--- src/rtl/down_count_pkg.sv ---
// Shared types and constants for the down-counter sequencing controller.
package down_count_pkg;

   typedef enum logic [1:0] {
      StIdle  = 2'b00,
      StRun   = 2'b01,
      StPause = 2'b10,
      StDone  = 2'b11
   } state_e;

   localparam int unsigned DefWidth = 4;
   localparam int unsigned DefDiv   = 1;

   // Prescaler is sized for DIV up to 16, so it counts at most 0..15.
   localparam int unsigned PreW = 4;

endpackage

--- src/rtl/dc_prescaler.sv ---
// Step-rate divider: counts 0..DIV-1 while not held and strobes o_step on the last count.
module dc_prescaler
   import down_count_pkg::*;
#(
   parameter int unsigned DIV = DefDiv
) (
   input  logic clk,
   input  logic rst,
   input  logic i_clear,
   input  logic i_hold,
   output logic o_step
);

   localparam logic [PreW-1:0] LastCnt = PreW'(DIV - 1);

   logic [PreW-1:0] r_cnt;
   logic [PreW-1:0] w_cnt_next;

   always_comb begin
      w_cnt_next = r_cnt;
      o_step     = 1'b0;
      if (i_clear) begin
         w_cnt_next = '0;
      end else if (!i_hold) begin
         if (r_cnt == LastCnt) begin
            o_step     = 1'b1;
            w_cnt_next = '0;
         end else begin
            w_cnt_next = r_cnt + 1'b1;
         end
      end
   end

   always_ff @(posedge clk) begin
      if (rst) begin
         r_cnt <= '0;
      end else begin
         r_cnt <= w_cnt_next;
      end
   end

endmodule

--- src/rtl/down_count_ctrl.sv ---
// Down-counter sequencing controller: load, prescaled stepping, pause/abort, one-shot or reload.
// Optional live reload-value updates while counting: define DOWN_COUNT_CTRL_LIVE_RELOAD_EN.
module down_count_ctrl
   import down_count_pkg::*;
#(
   parameter int unsigned WIDTH = DefWidth,
   parameter int unsigned DIV   = DefDiv
) (
   input  logic             clk,
   input  logic             rst,
   input  logic             i_start,
   input  logic             i_pause,
   input  logic             i_abort,
   input  logic             i_periodic,
   input  logic [WIDTH-1:0] i_load_val,
   input  logic             i_reload_wr,
   output logic [WIDTH-1:0] o_count,
   output logic             o_busy,
   output logic             o_tc,
   output logic             o_done
);

   localparam logic [WIDTH-1:0] CountOne = WIDTH'(1);

   state_e           r_state;
   state_e           w_state_next;
   logic [WIDTH-1:0] r_count;
   logic [WIDTH-1:0] w_count_next;
   logic [WIDTH-1:0] r_reload;
   logic [WIDTH-1:0] w_reload_next;
   logic             r_periodic;
   logic             w_periodic_next;
   logic             r_tc;
   logic             w_tc_next;

   logic w_in_run;
   logic w_active;
   logic w_start_ok;
   logic w_step;

   assign w_in_run = (r_state == StRun) || (r_state == StPause);
   // Leaving PAUSE counts on the same edge, so a pause of N cycles delays by exactly N.
   assign w_active = w_in_run && !i_pause && !i_abort;
   // Pause outranks start, so a start coinciding with pause is dropped.
   assign w_start_ok = i_start && !i_abort && !i_pause &&
                       ((r_state == StIdle) || (r_state == StDone));

   dc_prescaler #(
      .DIV (DIV)
   ) u_prescaler (
      .clk     (clk),
      .rst     (rst),
      .i_clear (i_abort || w_start_ok),
      .i_hold  (!w_active),
      .o_step  (w_step)
   );

`ifndef DOWN_COUNT_CTRL_LIVE_RELOAD_EN
   logic w_unused_reload_wr;
   assign w_unused_reload_wr = i_reload_wr;
`endif

   always_comb begin
      w_state_next    = r_state;
      w_count_next    = r_count;
      w_reload_next   = r_reload;
      w_periodic_next = r_periodic;
      w_tc_next       = 1'b0;

      if (i_abort) begin
         w_state_next = StIdle;
         w_count_next = '0;
      end else begin
         unique case (r_state)
            StIdle, StDone: begin
               if (w_start_ok) begin
                  w_state_next    = StRun;
                  w_count_next    = i_load_val;
                  w_reload_next   = i_load_val;
                  w_periodic_next = i_periodic;
               end
            end
            StRun, StPause: begin
`ifdef DOWN_COUNT_CTRL_LIVE_RELOAD_EN
               // Takes effect at the next reload; the terminal step below still uses r_reload.
               if (i_reload_wr) begin
                  w_reload_next = i_load_val;
               end
`endif
               if (i_pause) begin
                  w_state_next = StPause;
               end else begin
                  w_state_next = StRun;
                  if (w_step) begin
                     if (r_count == CountOne) begin
                        w_tc_next = 1'b1;
                        if (r_periodic) begin
                           w_count_next = r_reload;
                        end else begin
                           w_count_next = '0;
                           w_state_next = StDone;
                        end
                     end else if (r_count == '0) begin
                        w_count_next = '1;
                     end else begin
                        w_count_next = r_count - 1'b1;
                     end
                  end
               end
            end
            default: w_state_next = StIdle;
         endcase
      end
   end

   always_ff @(posedge clk) begin
      if (rst) begin
         r_state    <= StIdle;
         r_count    <= '0;
         r_reload   <= '0;
         r_periodic <= 1'b0;
         r_tc       <= 1'b0;
      end else begin
         r_state    <= w_state_next;
         r_count    <= w_count_next;
         r_reload   <= w_reload_next;
         r_periodic <= w_periodic_next;
         r_tc       <= w_tc_next;
      end
   end

   assign o_count = r_count;
   assign o_tc    = r_tc;
   assign o_busy  = w_in_run;
   assign o_done  = (r_state == StDone);

endmodule

--- config.mk ---
export PLATFORM = sky130hd
export DESIGN_NAME = down_count_ctrl
export DESIGN_NICKNAME = d
export VERILOG_FILES = /design/src/rtl/down_count_pkg.sv /design/src/rtl/dc_prescaler.sv /design/src/rtl/down_count_ctrl.sv
export SDC_FILE = /design/constraint.sdc
export NUM_CORES = 1
export LEC_CHECK = 0
export ABC_AREA = 1
export CORE_MARGIN = 2
export CORE_UTILIZATION = 53
export CTS_BUF_LIST = sky130_fd_sc_hd__clkbuf_4 sky130_fd_sc_hd__clkbuf_8
export CTS_CLUSTER_SIZE = 8
export DETAILED_ROUTE_END_ITERATION = 8
export PLACE_DENSITY = 0.91
export REMOVE_ABC_BUFFERS = 1
export SYNTH_ARGS = -nofsm -noshare
export SYNTH_HDL_FRONTEND = slang
export SYNTH_HIERARCHICAL = 1
export SYNTH_SLANG_ARGS = --single-unit
--- constraint.sdc ---
create_clock -name clk -period 2.3 [get_ports clk]
set_clock_uncertainty 0.2 [all_clocks]
set_input_delay 0.69 -clock clk [delete_from_list [all_inputs] [get_ports clk]]
set_output_delay 0.69 -clock clk [all_outputs]
set_load 0.005 [all_outputs]
Fig. 1: run 1, where the registers sit
Other sequential cells in the stronger gray, the rest of the logic in the fainter gray.
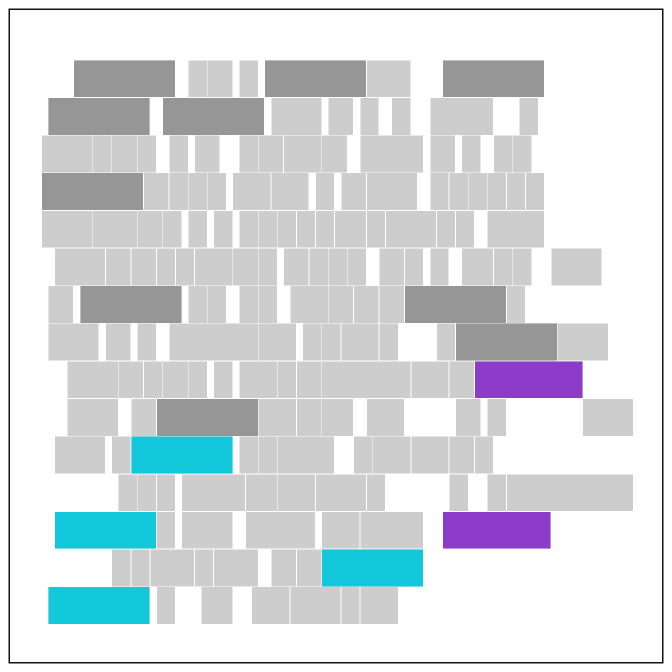
u_prescaler/r_cnt -> cyan  # placed flops 4, where lower left
r_state -> purple  # placed flops 2
not colored = 10

Fig. 2: run 1, routed metal, one color a layer
The bar under the picture is 10 um long.
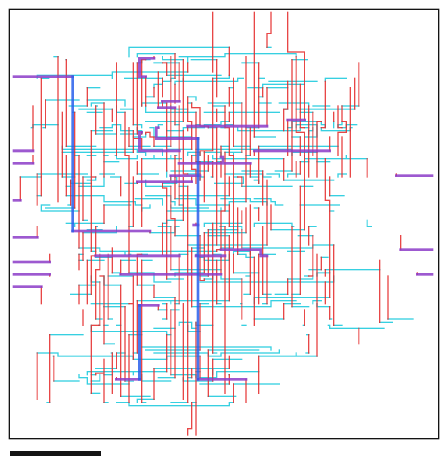
M2 -> red  # wire length 1100 um
M3 -> purple  # wire length 139 um
M1 -> cyan  # wire length 927 um
M4 -> blue  # wire length 51.7 um
DRT Wirelength: 2219 um
WL per Instance: 11.21 um
vias after detailed routing: 1018

Fig. 3: run 1, clock wires, drivers and flops
The bar under the picture is 10 um long.
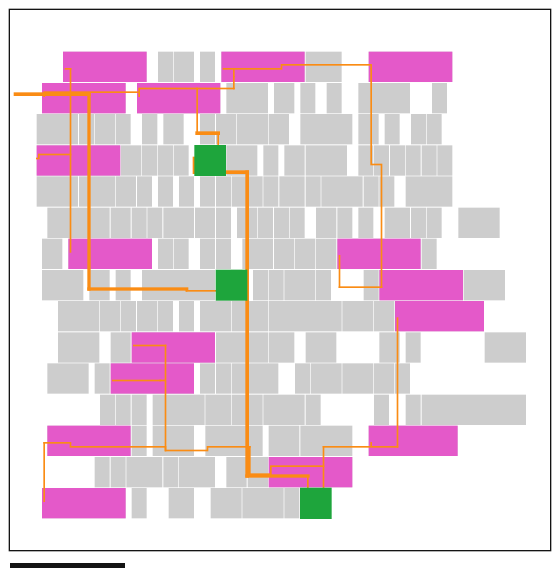
flip-flops -> magenta  # count 16
clock wires -> orange  # length 237 um
clock-net drivers -> green  # count 3
flops lie = widely spread
routed clock nets = 4
clk_lat worst skew: 0.30 ns
Clock power frac: 33.6%
Clk. pwr: 196 uW

==> results.toml, run 1 <==
# yosys + openroad results
[global_routing]
top_usage_layer = "met2"
grt_pass1_wl_um = 3663
met1_usage_pct = 27.23
grt_max_degree = 16
antenna_found_initial = 0
overflow = 0
grt_pass1_vias = 926
grt_use_met2_pct = 40.00
grt.met3_usage_pct = 4.615

[logic_synthesis]
postSynthAreaPerCell_sq_um = 6.753
ys_sh_adder_pct = 6.345
flop_cell = "dfxtp_1"
synthArstFlopShare_pct = 0
xor_share_pct = 1.777
synth.most_common_cell = "nand2_1"
ys_seq_share_pct = 32.49
simple_gate_area_share_pct = 35.15
yosysWarnings = 6
topCellsByArea = "dfxtp_1 32%, nand2_1 13%, inv_1 8.8%"
ys_types = 24
top_area_share_pct = 32.49
mux_share_pct = 0
yosys_cells = 146
edf_count = 0
netlist_area_sq_um = 985.9

[floorplan]
io_pins = 18
taps = 25
core_sq_um = 1745
fp-utilization_pct = 56.49
chipArea_sq_um = 2221

[setup_path]
crit_family = "buffers and inverters"
crit_end = "o_count[2]"
crit_buf_inv = 1
end_kind = "output pin"
crit_arrival_ns = 1.31
worst-setup-path-type = "reg -> out"
slowest_stage = "clkdlybuf4s50_1"
worst_path_largest_cell_delay_ns = 0.56
timing.rr.end = "o_count[1]$_SDFFE_PP0P_"
path_cells = "clkdlybuf4s50_1"
r2r-start = "r_state[1]$_SDFFE_PP0P_"

[sta]
rsz0062_at_grt = "false"
maxSlewHeadroom_pct = 74.30
timing.final.ws_setup_ns = 0.09884
slew_violations = 0
tightest_slew_ns = 0.3842

[power]
power.internal_uw = 428.7
p_total_uw = 584.9
p_comb_uw = 97.8
p_leak_nw = 0.5721
p_sw_uw = 156.1
p_seq_share_pct = 49.7
p_sw_share_pct = 26.70
power_leader = "registers"
pg_seq_uw = 291
ir_worst_vdd_uv = 325.1

[min_path]
hp-class = "reg -> reg"
min_from = "r_reload[3]$_SDFFE_PP0P_"
whs_endpoint = "r_reload[3]$_SDFFE_PP0P_"

[final_layout]
area_growth_pct = 30.46
dominant-cell-class = "logic gates"
final_cells = 198
fin_nets = 190
final_cell_mix = "35 x nand2_1, 23 x inv_1, 15 x nor2_1, 15 x clkdlybuf4s50_1, 14 x dfxtp_1"
flops = 16
buffer_area_share_pct = 18.19
regArea_sq_um = 322.8
logic_gate_count = 102
clock_area_share_pct = 2.821
logic_area_sq_um = 568.0
antenna_cells = 0
layout.cells.most_common = "nand2_1"
utilization_pct = 73.69
fillerInstances = 132
n_all_inverters = 25
comb_share_pct = 44.16

[status]
status = "complete, no violations"

[clock_tree]
post_cts_resize_count = 4
clk_pin_slew_worst_paths_ns = 0.10
cts_tree = "yes"
clockRootBuffer = "clkbuf_4"
cts_sinks = 16
numCtsBuffers = 3
cts_max_level = 1

[placement]
placed_area_sq_um = 1229
hpwlAfterDp_um = 1727
gp_congestion = 0.8705
port_buffers = 16

[detailed_routing]
wl_met2_um = 1102
first_pass_iters = 4
==> run 2: changes to the inputs <==
--- a/config.mk
+++ b/config.mk
@@ -11,6 +11,7 @@
 export CTS_BUF_LIST = sky130_fd_sc_hd__clkbuf_4 sky130_fd_sc_hd__clkbuf_8
 export CTS_CLUSTER_SIZE = 8
 export DETAILED_ROUTE_END_ITERATION = 8
+export HOLD_SLACK_MARGIN = 0.12
 export PLACE_DENSITY = 0.91
 export REMOVE_ABC_BUFFERS = 1
 export SYNTH_ARGS = -nofsm -noshare
Fig. 4: run 2, routed metal, one color a layer
The bar under the picture is 10 um long.
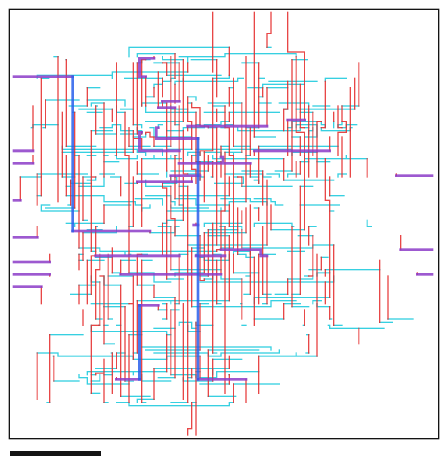
M1 -> cyan  # wire length 927 um
M4 -> blue  # wire length 51.7 um
M3 -> purple  # wire length 139 um
M2 -> red  # wire length 1100 um

Fig. 5: run 2, where the registers sit
Other sequential cells in the stronger gray, the rest of the logic in the fainter gray.
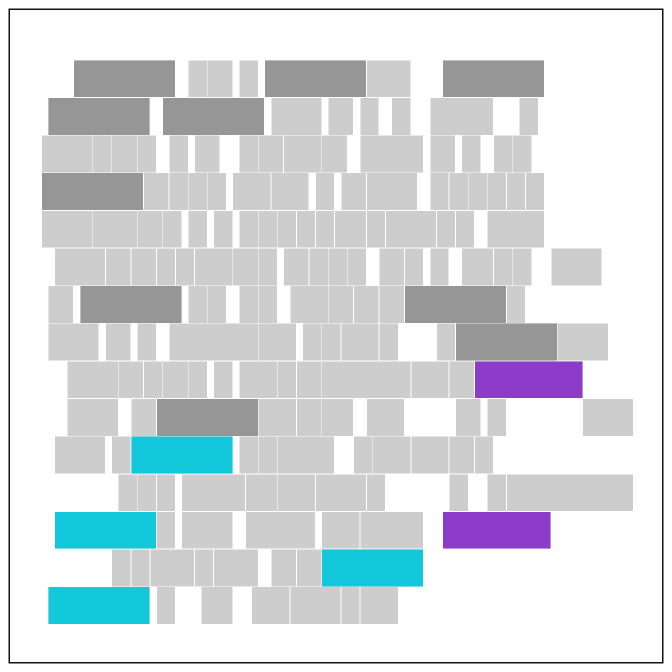
u_prescaler/r_cnt -> cyan  # placed flops 4, where lower left
r_state -> purple  # placed flops 2

==> run 2 against run 1 <==
  * Die area stayed put
  * Setup slack unchanged
  * Register-to-register slack about the same
  * Via count did not move
  * Sequential share of layout area stayed put
  * Non-clock buffer count unchanged
  * Count of clock-buffer cells in the layout is the same
  * Sequential power barely moved
  * Area after synthesis stayed put
  * Power stayed put
  * Clock power is essentially flat
  * Largest cell class unchanged
==> results.toml, run 2 <==
# yosys + openroad results
[final_layout]
comb_share_pct = 44.16
buffer_area_share_pct = 18.19
logic_area_sq_um = 568.0
regArea_sq_um = 322.8
utilization_pct = 73.69
fin_nets = 190
n_all_inverters = 25
flops = 16
antenna_cells = 0
clock_area_share_pct = 2.821
final_cell_mix = "35 x nand2_1, 23 x inv_1, 15 x nor2_1, 15 x clkdlybuf4s50_1, 14 x dfxtp_1"
logic_gate_count = 102
dominant-cell-class = "logic gates"
fillerInstances = 132

[sta]
slew_violations = 0
timing.final.ws_setup_ns = 0.09884
tightest_slew_ns = 0.3842
rsz0062_at_grt = "false"

[logic_synthesis]
xor_share_pct = 1.777
ys_seq_share_pct = 32.49
topCellsByArea = "dfxtp_1 32%, nand2_1 13%, inv_1 8.8%"
netlist_area_sq_um = 985.9
ys_types = 24
postSynthAreaPerCell_sq_um = 6.753
flop_cell = "dfxtp_1"
top_area_share_pct = 32.49
synthArstFlopShare_pct = 0
yosys_cells = 146

[power]
p_sw_uw = 156.1
p_clk_share_pct = 33.6
p_comb_uw = 97.8
p_seq_share_pct = 49.7
power_leader = "registers"
power.internal_uw = 428.7
ir_worst_vdd_uv = 325.1
p_total_uw = 584.9

[setup_path]
crit_family = "buffers and inverters"
crit_buf_inv = 1
slowest_stage = "clkdlybuf4s50_1"
path_cells = "clkdlybuf4s50_1"
r2r-start = "r_state[1]$_SDFFE_PP0P_"
end_kind = "output pin"

[min_path]
whs_endpoint = "r_reload[3]$_SDFFE_PP0P_"
min_from = "r_reload[3]$_SDFFE_PP0P_"

[global_routing]
grt_max_degree = 16
antenna_found_initial = 0
grt_pass1_vias = 926

[clock_tree]
clk_pin_slew_worst_paths_ns = 0.10
numCtsBuffers = 3
cts_sinks = 16
cts_max_level = 1

[floorplan]
chipArea_sq_um = 2221

[detailed_routing]
wl_met2_um = 1102

[placement]
gp_congestion = 0.8705
placed_area_sq_um = 1229

[status]
status = "complete, no violations"
==> run 3: changes to the inputs <==
--- a/config.mk
+++ b/config.mk
@@ -14,6 +14,8 @@
 export HOLD_SLACK_MARGIN = 0.12
 export PLACE_DENSITY = 0.91
 export REMOVE_ABC_BUFFERS = 1
+export SKIP_LAST_GASP = 1
+export SLEW_MARGIN = 20
 export SYNTH_ARGS = -nofsm -noshare
 export SYNTH_HDL_FRONTEND = slang
 export SYNTH_HIERARCHICAL = 1
Fig. 6: run 3, routed metal, one color a layer
The bar under the picture is 10 um long.
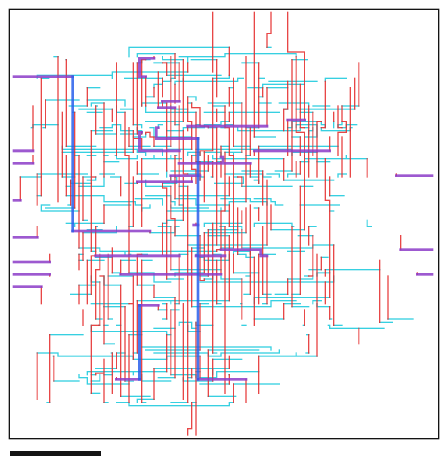
M2 -> red  # wire length 1100 um
M1 -> cyan  # wire length 927 um
M4 -> blue  # wire length 51.7 um
M3 -> purple  # wire length 139 um
GRT Total Usage: 23.60%

Fig. 7: run 3, track usage over the die
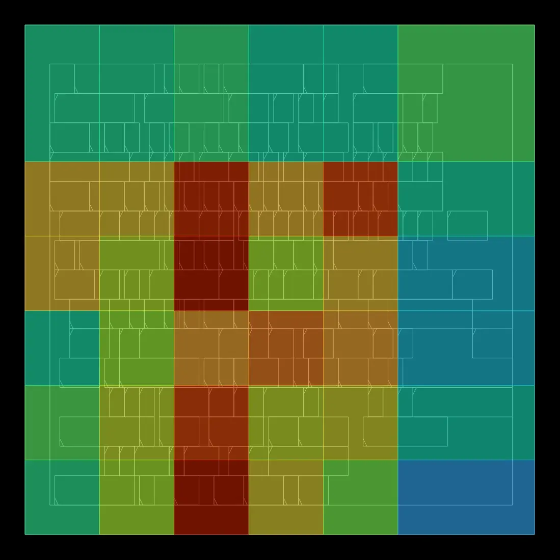
GR Util met2: 40.00%
GR Util met3: 4.615%

==> run 3 against run 2 <==
  * Critical path type unchanged
  * Via count is the same
  * Critical endpoint unchanged
  * Die area is the same
  * Largest power group unchanged
  * Design area is the same
  * Global-route usage is the same
==> results.toml, run 3 <==
# yosys + openroad results
[status]
status = "complete, no violations"

[final_layout]
buffer_area_share_pct = 18.19
utilization_pct = 73.69
logic_gate_count = 102
layout.cells.most_common = "nand2_1"
dominant-cell-class = "logic gates"
sh_seq_area_pct = 25.10
clock_area_share_pct = 2.821
fin_nets = 190
comb_share_pct = 44.16
antenna_cells = 0
fillerInstances = 132
final_cell_mix = "35 x nand2_1, 23 x inv_1, 15 x nor2_1, 15 x clkdlybuf4s50_1, 14 x dfxtp_1"
n_all_inverters = 25
logic_area_sq_um = 568.0
regArea_sq_um = 322.8
drive_gt1_share_pct = 17.34
flops = 16

[power]
p_clk_share_pct = 33.6
p_seq_share_pct = 49.7
power_leader = "registers"
p_total_uw = 584.9
p_leak_nw = 0.5721
ir_worst_vdd_uv = 325.1
p_comb_uw = 97.8
p_sw_uw = 156.1
pg_clk_uw = 196
power.internal_uw = 428.7
p_sw_share_pct = 26.70

[logic_synthesis]
topCellsByArea = "dfxtp_1 32%, nand2_1 13%, inv_1 8.8%"
top_logic_kind = "simple AND/OR/NAND/NOR gates"
xor_share_pct = 1.777
postSynthAreaPerCell_sq_um = 6.753
ys_seq_share_pct = 32.49
yosysWarnings = 6
yosys_cells = 146
ys_types = 24
ys_sh_aoi_pct = 12.31
flop_cell = "dfxtp_1"
ys_area_sq_um = 985.9
top_area_share_pct = 32.49
netlist_area_sq_um = 985.9
ys_sh_adder_pct = 6.345
synthArstFlopShare_pct = 0

[setup_path]
worstPathMaxFanout = 5
slowest_stage = "clkdlybuf4s50_1"
crit_family = "buffers and inverters"
crit_buf_inv = 1
end_kind = "output pin"
path_cells = "clkdlybuf4s50_1"
r2r-start = "r_state[1]$_SDFFE_PP0P_"

[floorplan]
core_sq_um = 1745
chipArea_sq_um = 2221
taps = 25

[clock_tree]
cts_sinks = 16
cts_max_level = 1
post_cts_resize_count = 4
numCtsBuffers = 3
clk_pin_slew_worst_paths_ns = 0.10
cts_max_path_buffers = 2

[global_routing]
grt_max_degree = 16
met1_usage_pct = 27.23
grt_pass1_wl_um = 3663
grt_pass1_vias = 926
antenna_found_initial = 0

[placement]
port_buffers = 16
placed_area_sq_um = 1229
gp_congestion = 0.8705

[min_path]
whs_endpoint = "r_reload[3]$_SDFFE_PP0P_"
holdPathStages = 2
min_from = "r_reload[3]$_SDFFE_PP0P_"

[sta]
tightest_slew_ns = 0.3842
maxSlewHeadroom_pct = 74.30
finalCritPeriodShare_pct = 95.70
timing.final.ws_setup_ns = 0.09884
hold_viol = 0
rsz0062_at_grt = "false"
slew_violations = 0

[flow_run]
drv_cap = 0

[detailed_routing]
ant_nets = 0
routed.top_layer = "met4"
wl_met2_um = 1102
wl_met1_um = 926
Power figures rest on the tool's default switching activity, not on a simulated workload.
